`config.mk`:
```
export PLATFORM = sky130hd
export DESIGN_NAME = unidade_busca
export DESIGN_NICKNAME = d
export VERILOG_FILES = /design/src/rtl/unidade_busca.sv
export SDC_FILE = /design/constraint.sdc
export NUM_CORES = 1
export LEC_CHECK = 0
export ABC_AREA = 1
export CELL_PAD_IN_SITES_DETAIL_PLACEMENT = 1
export CELL_PAD_IN_SITES_GLOBAL_PLACEMENT = 2
export CORE_ASPECT_RATIO = 0.8
export CORE_MARGIN = 3
export CORE_UTILIZATION = 26
export CTS_BUF_LIST = sky130_fd_sc_hd__clkbuf_4 sky130_fd_sc_hd__clkbuf_8 sky130_fd_sc_hd__clkbuf_16
export CTS_CLUSTER_DIAMETER = 100
export DETAILED_ROUTE_END_ITERATION = 12
export GPL_ROUTABILITY_DRIVEN = 0
export HOLD_SLACK_MARGIN = 0.08
export PLACE_DENSITY = 0.86
export SLEW_MARGIN = 20
export SYNTH_ARGS = -nofsm -noshare
export SYNTH_HDL_FRONTEND = slang
export SYNTH_SLANG_ARGS = --single-unit
```
`constraint.sdc`:
```
create_clock -name clk -period 2.71 [get_ports clk]
set_clock_uncertainty 0.15 [all_clocks]
set_input_delay 0.4065 -clock clk [delete_from_list [all_inputs] [get_ports clk]]
set_output_delay 0.4065 -clock clk [all_outputs]
set_load 0.05 [all_outputs]
```
`src/rtl/unidade_busca.sv`:
```
// -----------------------------------------------------------------------------
// unidade_busca -- instruction fetch sequencer
//
// Holds the program counter, fetches one 32-bit word per instruction from
// instruction memory over a req/valid handshake, presents it to the datapath
// and control unit until the datapath retires it, then advances the PC either
// sequentially (+4) or to a taken branch target (sinalBranch AND zero).
// Whenever no instruction is valid the opcode output is forced to zero so the
// control unit decodes a harmless no-write instruction.
//
// Parameters:
//   LARGURA_PC : width of PC, fetch address and branch offset
//   PC_RESET   : PC loaded on reset (4-byte aligned)
//   TIMEOUT    : max BUSCA cycles without imem_valid before fault (>= 1)
//
// Ports:
//   clk, rst      : clock (rising edge), asynchronous active-high reset
//   imem_req      : out, fetch request (high only while fetching)
//   imem_addr     : out, fetch address (equals pc_atual)
//   imem_valid    : in,  memory returns imem_data this cycle
//   imem_data     : in,  fetched instruction word
//   instrucao     : out, registered current instruction
//   opcode        : out, instrucao[6:0] while valid, else 7'b0000000
//   instr_valida  : out, instrucao is valid for datapath/control
//   avanca        : in,  datapath retires the current instruction
//   sinalBranch   : in,  branch control from control unit
//   zero          : in,  ALU zero flag
//   imm_branch    : in,  sign-extended branch byte offset
//   pc_atual      : out, current PC register
//   erro_busca    : out, sticky fault (fetch timeout or misaligned target)
// -----------------------------------------------------------------------------
module unidade_busca #(
  parameter int                    LARGURA_PC = 32,
  parameter logic [LARGURA_PC-1:0] PC_RESET   = '0,
  parameter int                    TIMEOUT    = 15
) (
  input  logic                  clk,
  input  logic                  rst,
  output logic                  imem_req,
  output logic [LARGURA_PC-1:0] imem_addr,
  input  logic                  imem_valid,
  input  logic [31:0]           imem_data,
  output logic [31:0]           instrucao,
  output logic [6:0]            opcode,
  output logic                  instr_valida,
  input  logic                  avanca,
  input  logic                  sinalBranch,
  input  logic                  zero,
  input  logic [LARGURA_PC-1:0] imm_branch,
  output logic [LARGURA_PC-1:0] pc_atual,
  output logic                  erro_busca
);

  // Counter must be able to hold TIMEOUT-1 (the last legal waiting cycle).
  localparam int LARGURA_CONT = (TIMEOUT > 1) ? $clog2(TIMEOUT + 1) : 1;
  localparam logic [LARGURA_CONT-1:0] CONT_LIMITE = LARGURA_CONT'(TIMEOUT - 1);

  typedef enum logic [1:0] {
    OCIOSO = 2'd0,
    BUSCA  = 2'd1,
    EMITE  = 2'd2,
    ERRO   = 2'd3
  } estado_t;

  estado_t                 r_estado;
  estado_t                 w_estado_next;
  logic [LARGURA_PC-1:0]   r_pc;
  logic [LARGURA_PC-1:0]   w_pc_next;
  logic [31:0]             r_instrucao;
  logic [31:0]             w_instrucao_next;
  logic [LARGURA_CONT-1:0] r_cont;
  logic [LARGURA_CONT-1:0] w_cont_next;
  logic                    r_req;
  logic                    r_valida;
  logic                    r_erro;
  logic [LARGURA_PC-1:0]   w_alvo;
  logic                    w_desvio;

  // Branch is taken only when the control unit asks for it and the ALU
  // comparison succeeded; the sum wraps silently modulo 2^LARGURA_PC.
  assign w_desvio = sinalBranch && zero;
  assign w_alvo   = w_desvio ? (r_pc + imm_branch) : (r_pc + LARGURA_PC'(4));

  // ---------------------------------------------------------------------------
  // Next-state / next-data logic
  // ---------------------------------------------------------------------------
  always_comb begin
    w_estado_next    = r_estado;
    w_pc_next        = r_pc;
    w_instrucao_next = r_instrucao;
    w_cont_next      = r_cont;

    case (r_estado)
      OCIOSO: begin
        w_estado_next = BUSCA;
      end

      BUSCA: begin
        // A response on the last legal cycle still wins over the timeout.
        if (imem_valid) begin
          w_instrucao_next = imem_data;
          w_cont_next      = '0;
          w_estado_next    = EMITE;
        end else if (r_cont == CONT_LIMITE) begin
          w_cont_next   = '0;
          w_estado_next = ERRO;
        end else begin
          w_cont_next = r_cont + LARGURA_CONT'(1);
        end
      end

      EMITE: begin
        // Branch inputs only matter on the retiring cycle.
        if (avanca) begin
          if (w_alvo[1:0] == 2'b00) begin
            w_pc_next     = w_alvo;
            w_estado_next = BUSCA;
          end else begin
            // Misaligned target: keep the PC of the offending instruction.
            w_estado_next = ERRO;
          end
        end
      end

      ERRO: begin
        w_estado_next = ERRO;
      end

      default: begin
        w_estado_next = ERRO;
      end
    endcase
  end

  // ---------------------------------------------------------------------------
  // State and data registers. Output decodes are registered from the next
  // state so they line up exactly with the state they describe.
  // ---------------------------------------------------------------------------
  always_ff @(posedge clk or posedge rst) begin
    if (rst) begin
      r_estado    <= OCIOSO;
      r_pc        <= PC_RESET;
      r_instrucao <= '0;
      r_cont      <= '0;
      r_req       <= 1'b0;
      r_valida    <= 1'b0;
      r_erro      <= 1'b0;
    end else begin
      r_estado    <= w_estado_next;
      r_pc        <= w_pc_next;
      r_instrucao <= w_instrucao_next;
      r_cont      <= w_cont_next;
      r_req       <= (w_estado_next == BUSCA);
      r_valida    <= (w_estado_next == EMITE);
      r_erro      <= (w_estado_next == ERRO);
    end
  end

  assign imem_req     = r_req;
  assign imem_addr    = r_pc;
  assign pc_atual     = r_pc;
  assign instrucao    = r_instrucao;
  assign instr_valida = r_valida;
  assign erro_busca   = r_erro;
  // Zero opcode outside EMITE makes the control unit emit no-write controls.
  assign opcode       = r_valida ? r_instrucao[6:0] : 7'b0000000;

endmodule

```
==> results.sh, run 1 <==
# implementation run metrics
export IMPL_required_ps=2150
export IMPL_layoutNonFillerInstCount=1497
export IMPL_cts_sinks=73
export IMPL_rsz0062_at_grt="no"
export IMPL_whs_ps=338
export IMPL_viasPerCell=4.63
export IMPL_worstPathArrival_ps=1900
export IMPL_p_per_area_nw_per_um2=474
export IMPL_grt_pass1_vias=6895
export IMPL_path_max_fanout=8
export IMPL_dieWidth_um=184
export IMPL_postSynthSeqShare_pct=27.6
export IMPL_area_growth_pct=36.0
export IMPL_drive_gt1_share_pct=12.0
export IMPL_worstSetupPathType="flip-flop to output port"
export IMPL_yosys_cells=1006
export IMPL_nets=1279
export IMPL_yosysUniqueCellTypes=40
export IMPL_status="finished, final reports clean"
export IMPL_diodes=0
run 1: power by group:
| part | switching [µW] | internal, µW | total (µW) | leakage [µW] |
|---|---|---|---|---|
| Combinational | 1080 | 578 | 1660 | 0.00348 |
| Clock | 526 | 815 | 1340 | 0.000153 |
| Sequential | 93.9 | 1170 | 1260 | 0.000941 |
| Total | 1700 | 2560 | 4260 | 0.00458 |
run 1: registers in the layout (all words and copies together) (netlist names):
signal        cells
instrucao        32
imem_req          1
r_estado          2
r_cont            4
erro_busca        1
imem_addr        32
instr_valida      1
run 1: cell families after synthesis:
| family | count (synthesis) | synth area share, % |
|---|---|---|
| xor+xnor | 16 | 2.12 |
| mux | 32 | 5.45 |
| flops | 73 | 27.6 |
| buf+inv | 209 | 14.2 |
| compound gates | 92 | 7.78 |
| fa+ha+maj | 35 | 6.74 |
| simple gates | 549 | 36.1 |
run 1: final timing paths:
kind	start	endpoint	slack, ps	cells after the start
setup / recovery	instr_valida	opcode[2]	260	3
hold / removal	rst	instrucao[5]	340	3
setup reg to reg	imem_addr[0]	imem_addr[24]	290	11
hold reg to reg	instrucao[16]	instrucao[16]	350	1
max in group asynchronous	rst	imem_addr[22]	1760	3
min in group clk	instrucao[16]	instrucao[16]	350	1
run 1: placed cells by master (no fill, tap or decap), drive strengths merged, types with 3 or more instances in the layout:
master         Yosys  final
a21oi             60     60
a31oi              3      3
a32oi              3      3
buf               45     29
clkbuf             2      9
clkdlybuf4s50      0    175
dfrtp             73     73
ha                34     34
inv              162    163
mux2              32     32
nand2            351    351
nand3             57     57
nand3b            11     11
nand4              3      3
nor2             102    102
nor3              19     19
o21ai             18     18
or2                5      5
xnor2              3      3
xor2              13     13
run 1: cell type report:
cell class	instances	area [µm²]
clock buffer	9	225
sequential	73	1830
clock inverter	7	101
multi-input combinational	724	3850
fill	3121	15700
inverter	162	609
timing repair buffer	204	1980
tap	318	398
run 1: synth_stat cells (all sizes together):
master	instances	share of area, %
nand3b	11	1.2
nand4	3	0.28
a32oi	3	0.40
a22oi	1	0.11
buf	45	4.6
nor2	102	6.5
nor3	19	2.3
xnor2	3	0.40
o21bai	2	0.23
o2111ai	1	0.23
a21o	1	0.11
and2	1	0.095
a31oi	3	0.28
o211ai	2	0.23
clkbuf	2	0.32
nand3	57	4.6
xor2	13	1.7
a21oi	60	4.7
o31ai	1	0.11
or2	5	0.47
mux2	32	5.4
ha	34	6.4
inv	162	9.2
nand2	351	21
dfrtp	73	28
fa	1	0.30
o21ai	18	1.4
run 1: metal layers:
layer | global-route usage (%) | up-vias | part of all wire [%]
met4 | 1.81 | 0 | 0.52
met1 | 27.7 | 3327 | 50
li1 | - | 3449 | -
met2 | 29.3 | 146 | 45
met5 | 0 | - | 0
met3 | 2.59 | 10 | 4.5
run 1: metrics by stage:
step / area [µm²] / setup TNS, ps / worst slack (ps)
after floorplan: 6610 / 0 / 268
after global placement: 8670 / 0 / 27.8
after detailed placement: 8670 / -85.2 / -55.4
after CTS: 8990 / 0 / 235
after global routing: 8990 / 0 / 41.6
final: 8990 / 0 / 256
run 1: worst max-delay path, stage by stage (launching register included):
cell,delay (ps)
dfrtp_1,550
nand2_1,130
inv_1,70
clkdlybuf4s50_1,800
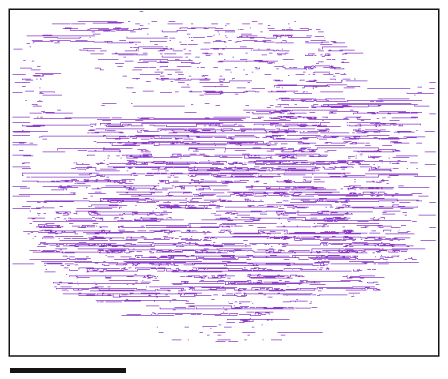
*The metal 1 layer, run 1*
The bar under the picture is 50 µm long.
- longest straight run: 85.6 µm
- wire length on this layer: 12700 µm
- nets with wire on the layer: 1182
- main direction: horizontal

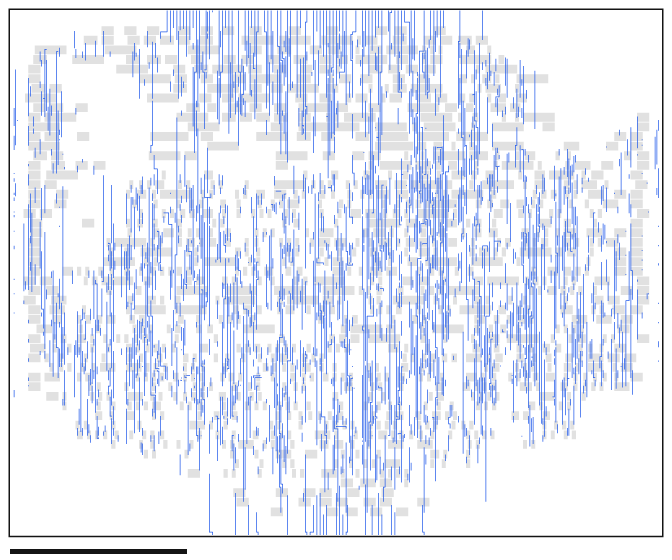
*The metal 2 layer, run 1*
The bar under the picture is 50 µm long.
- share of all routed wire: 45%
- wire length on this layer: 11500 µm
via count: 6932
met2 Use GR: 29.3%
drt total wl: 25500 µm

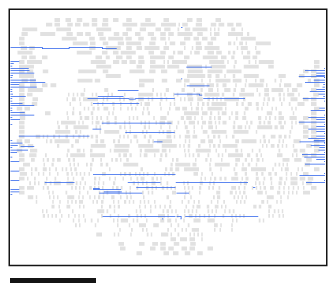
*Signal wires on met3, run 1*
The bar under the picture is 50 µm long.
- wire length on this layer: 1140 µm
- share of all routed wire: 4.5%
- nets with wire on the layer: 109
met3 usage: 2.59%

--- run 2 (diff from run 1) ---
SLEW_MARGIN = not set   (was 20)
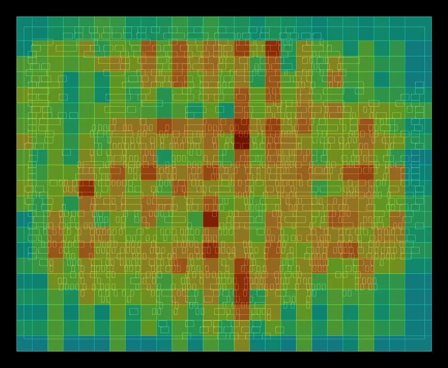
*Congestion heat map, run 2*
fin util: 36.4%
Top Usage Layer GRT: met2
Avg WL per Cell: 17.0 µm
GRT Total Usage: 18.5%
GR Util met1: 27.7%

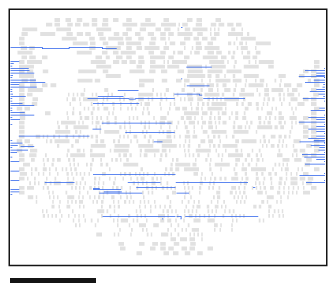
*Signal wires on met3, run 2*
The bar under the picture is 50 µm long.
- share of all routed wire: 4.5%
- nets with wire on the layer: 109
- wire length on this layer: 1140 µm
- longest straight run: 47.8 µm
- main direction: horizontal

==> run 2 against run 1 <==
  * Worst hold slack unchanged
  * Via count unchanged
  * First-iteration DRC count unchanged
  * Synthesized cell count unchanged
  * Die size unchanged
==> results.sh, run 2 <==
# implementation run metrics
export IMPL_cp_slowest_stage_delay_ps=800
export IMPL_lay_top_count="nand2_1"
export IMPL_synthArstFlopShare_pct=100
export IMPL_yosysWarnings=0
export IMPL_edf_count=0
export IMPL_grt_pass1_vias=6895
export IMPL_p_per_area_nw_per_um2=474
export IMPL_ys_flop_type="dfrtp_1"
export IMPL_postSynthSeqShare_pct=27.6
export IMPL_grtUsageMet2_pct=29.3
export IMPL_num_fill_cells=3121
export IMPL_use_met3_pct=2.59
export IMPL_crit_path_top_delay_cell="clkdlybuf4s50_1"
export IMPL_r2r_slack_ps=290
export IMPL_ys_top_cells_by_count="nand2_1, inv_1, nor2_1"
export IMPL_yosys_cells=1006
export IMPL_area_growth_pct=36.0
export IMPL_worstPathArrival_ps=1900
export IMPL_drt_initial_drc_count=374
export IMPL_yosys_area_top_type_share_pct=27.6
export IMPL_path_max_fanout=8
export IMPL_yosys_cell_count_top_type="nand2_1"
export IMPL_place_ws_ps=-55.4
export IMPL_yosysUniqueCellTypes=40
export IMPL_worstPathCellList="nand2_1, inv_1, clkdlybuf4s50_1"
export IMPL_cts_sinks=73
export IMPL_required_ps=2150
export IMPL_vias=6932
export IMPL_route_final_wire_length_um=25500
export IMPL_dieWidth_um=184
export IMPL_nets=1279
export IMPL_worstSetupPathType="flip-flop to output port"
export IMPL_layout_setup_ws_ps=256
export IMPL_drive_gt1_share_pct=12.0
export IMPL_synth_area_leader_cell="dfrtp_1"
export IMPL_postPlaceCellArea_um2=8670
export IMPL_status="finished, final reports clean"
export IMPL_area_leaders="dfrtp_1, nand2_1, inv_1"
[run 2: cell counts after synthesis]
No cell type changed its count.
[run 2: worst max-delay path, delay by kind of cell (launching register included)]
kind	cells	cell delay (ps)
simple gates	1	130
buf+inv	2	870
flops	1	550
[run 2: worst paths after layout]
check                         startpoint            end  depth (start not counted)
max                         instr_valida      opcode[2]                          3
min                                  rst   instrucao[5]                          3
max reg2reg                 imem_addr[0]  imem_addr[24]                         11
min reg2reg                instrucao[16]  instrucao[16]                          1
max in group asynchronous            rst  imem_addr[22]                          3
min in group clk           instrucao[16]  instrucao[16]                          1
[run 2: layer usage]
layer  vias up  wire length [µm]
li1       3449                 -
met1      3327             12700
met2       146             11500
met3        10              1140
met4         0               133
met5         -                 0
[run 2: kinds of logic (layout without fill, tap and decap cells)]
| logic type | after synthesis | after routing | synth area share (%) |
|---|---|---|---|
| AOI/OAI and AO/OA | 92 | 92 | 7.78 |
| and+or+nand+nor | 549 | 549 | 36.1 |
| adders and majority gates | 35 | 35 | 6.74 |
| muxes | 32 | 32 | 5.45 |
| DFF | 73 | 73 | 27.6 |
| xor gates and xnor gates | 16 | 16 | 2.12 |
| buffers and inverters | 209 | 382 | 14.2 |
[run 2: cell type report]
class / instances / area, µm² / area share, %
Multi-Input combinational cell: 724 / 3850 / 42.8
Clock inverter: 7 / 101 / 1.13
Timing Repair Buffer: 204 / 1980 / 22.0
Tap cell: 318 / 398 / 4.42
Sequential cell: 73 / 1830 / 20.3
Inverter: 162 / 609 / 6.78
Clock buffer: 9 / 225 / 2.50
[run 2: power by group]
group | switching [µW] | total [µW] | internal [µW]
Sequential | 93.9 | 1260 | 1170
Combinational | 1080 | 1660 | 578
Clock | 526 | 1340 | 815
[run 2: through the flow]
step	hold WS [ps]	setup TNS, ps	total power, µW
2_1_floorplan	350	0	2340
3_3_place_gp	336	0	2920
3_5_place_dp	342	-85.2	2950
4_1_cts	357	0	4300
5_1_grt	364	0	4500
6_report	338	0	4260
--- run 3 (diff from run 2) ---
ABC_AREA = 0   (was 1)
CORE_UTILIZATION = 27   (was 26)
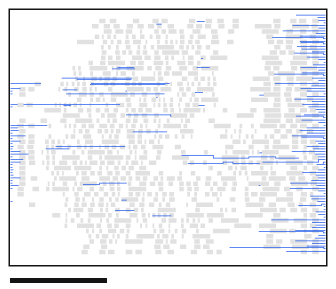
*Signal wires on met3, run 3*
The bar under the picture is 50 µm long.
- share of all routed wire: 7.5%
- longest straight run: 50.6 µm
drt total wl: 20600 µm
met3 usage: 4.55%

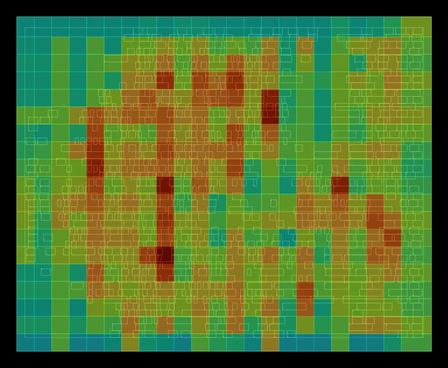
*Congestion heat map, run 3*
GRT Total Usage: 19.1%
Avg WL per Cell: 18.2 µm
fin util: 45.2%
GR Util met1: 26.2%

==> run 3 against run 2 <==
  * The run now ends with setup timing left
  * Non-clock buffer count up 103
  * Die size down 21%
  * Worst hold slack worse by 4.9 ps
  * Sequential cell count unchanged
  * First-iteration DRC count down 28%
  * Critical endpoint is now imem_addr[22]
  * Largest cell class unchanged
  * Largest power group unchanged
==> results.sh, run 3 <==
# implementation run metrics
export IMPL_status="complete, but fails checks"
export IMPL_violations="setup timing"
export IMPL_viasPerCell=4.99
export IMPL_netSwitchingPower_uw=3620
export IMPL_layoutNonFillerInstCount=1132
export IMPL_p_sw_share_pct=46.3
export IMPL_rsz0062_at_grt="yes"
export IMPL_seqPwrFrac_pct=20.8
export IMPL_postPlaceCellArea_um2=8070
export IMPL_logic_family="AND-OR/OR-AND gates"
export IMPL_synthAoiAreaFrac_pct=24.0
export IMPL_worstPathArrival_ps=3100
export IMPL_path_max_fanout=3
export IMPL_adder_share_pct=8.29
export IMPL_grt_pass1_vias=6104
export IMPL_synthArstFlopShare_pct=100
export IMPL_lay_top_count="clkdlybuf4s50_1"
export IMPL_ys_flop_type="dfrtp_1"
export IMPL_layout_setup_ws_ps=-309
export IMPL_timing_rr_start="imem_addr[0]"
export IMPL_drt_initial_drc_count=269
export IMPL_area_leaders="dfrtp_1, ha_1, mux2_2"
export IMPL_yosys_area_top_type_share_pct=34.0
export IMPL_xor_area_share_pct=4.40
export IMPL_setup_viol=11
export IMPL_intPower_uw=4200
export IMPL_drive_gt1_share_pct=27.9
export IMPL_finalInstanceArea_um2=8710
export IMPL_yosysWarnings=0
export IMPL_power_share_clock_pct=17.1
export IMPL_postSynthSeqShare_pct=34.0
export IMPL_yosys_cells=613
export IMPL_mux_share_pct=6.92
export IMPL_yosysUniqueCellTypes=57
export IMPL_num_fill_cells=2212
run 3: cell type report:
class / count / area (µm²) / share of cell area (%)
tap: 258 / 323 / 3.71
clock inverter: 6 / 90.1 / 1.03
sequential: 73 / 1840 / 21.1
inverter: 11 / 41.3 / 0.474
clock buffer: 10 / 233 / 2.67
timing repair buffer: 307 / 2770 / 31.8
multi-input combinational: 467 / 3410 / 39.1
run 3: cell families (layout without fill, tap and decap cells):
family | count (synthesis) | count (layout)
AND-OR/OR-AND | 204 | 204
XOR/XNOR | 27 | 27
adder cells (fa/ha/maj) | 35 | 35
buffers and inverters | 73 | 334
flip-flops | 73 | 73
multiplexers | 33 | 33
AND/OR/NAND/NOR | 168 | 168
run 3: repair_timing:
item | CTS | global route
resized | 31 | 27
setup buffers | 7 | 4
endpoints found under the setup margin | 19 | 20
pin swaps | 30 | 24
run 3: metal layers:
layer	track usage (%)	wire [µm]	share of wire, %	vias to the layer above
met4	3.76	227	1.1	0
met5	0	0	0	-
met2	30.8	9430	46	172
met3	4.55	1550	7.5	16
li1	-	-	-	2714
met1	26.2	9420	46	2745
run 3: power groups by stage:
stage / Clock, µW / Combinational [µW] / Sequential, µW
6_report: 1340 / 4860 / 1630
5_1_grt: 1430 / 5180 / 1670
4_1_cts: 1370 / 4760 / 1630
3_5_place_dp: 0 / 4610 / 1640
3_3_place_gp: 0 / 4550 / 1620
2_1_floorplan: 0 / 1840 / 2690
run 3: per-stage QoR:
stage               setup TNS, ps  hold slack (ps)
finish                      -1560              333
global route                -3700              364
CTS                         -1750              351
detailed placement         -13090              343
global placement           -12090              336
floorplan                   -1030              323
run 3: worst paths after layout:
| path | endpoint | slack, ps | cells past startpoint |
|---|---|---|---|
| worst max-delay path | imem_addr[22] | -310 | 13 |
| worst min-delay path | instrucao[17] | 330 | 3 |
| worst max register to register | imem_addr[22] | -310 | 13 |
| worst min register to register | instrucao[23] | 350 | 1 |
| max in group asynchronous | imem_addr[24] | 1720 | 3 |
| min in group clk | instrucao[23] | 350 | 1 |
run 3: worst max-delay path, stage by stage, from the launching register on:
cell	delay [ps]
dfrtp_2	420
ha_4	170
fa_2	330
a211o_1	330
a21o_1	200
o2111a_1	240
a211oi_2	150
buf_4	150
o21ai_4	70
a31oi_4	200
buf_4	140
buf_4	90
xor2_1	160
a21oi_1	80
Power figures rest on the tool's default switching activity, not on a simulated workload.
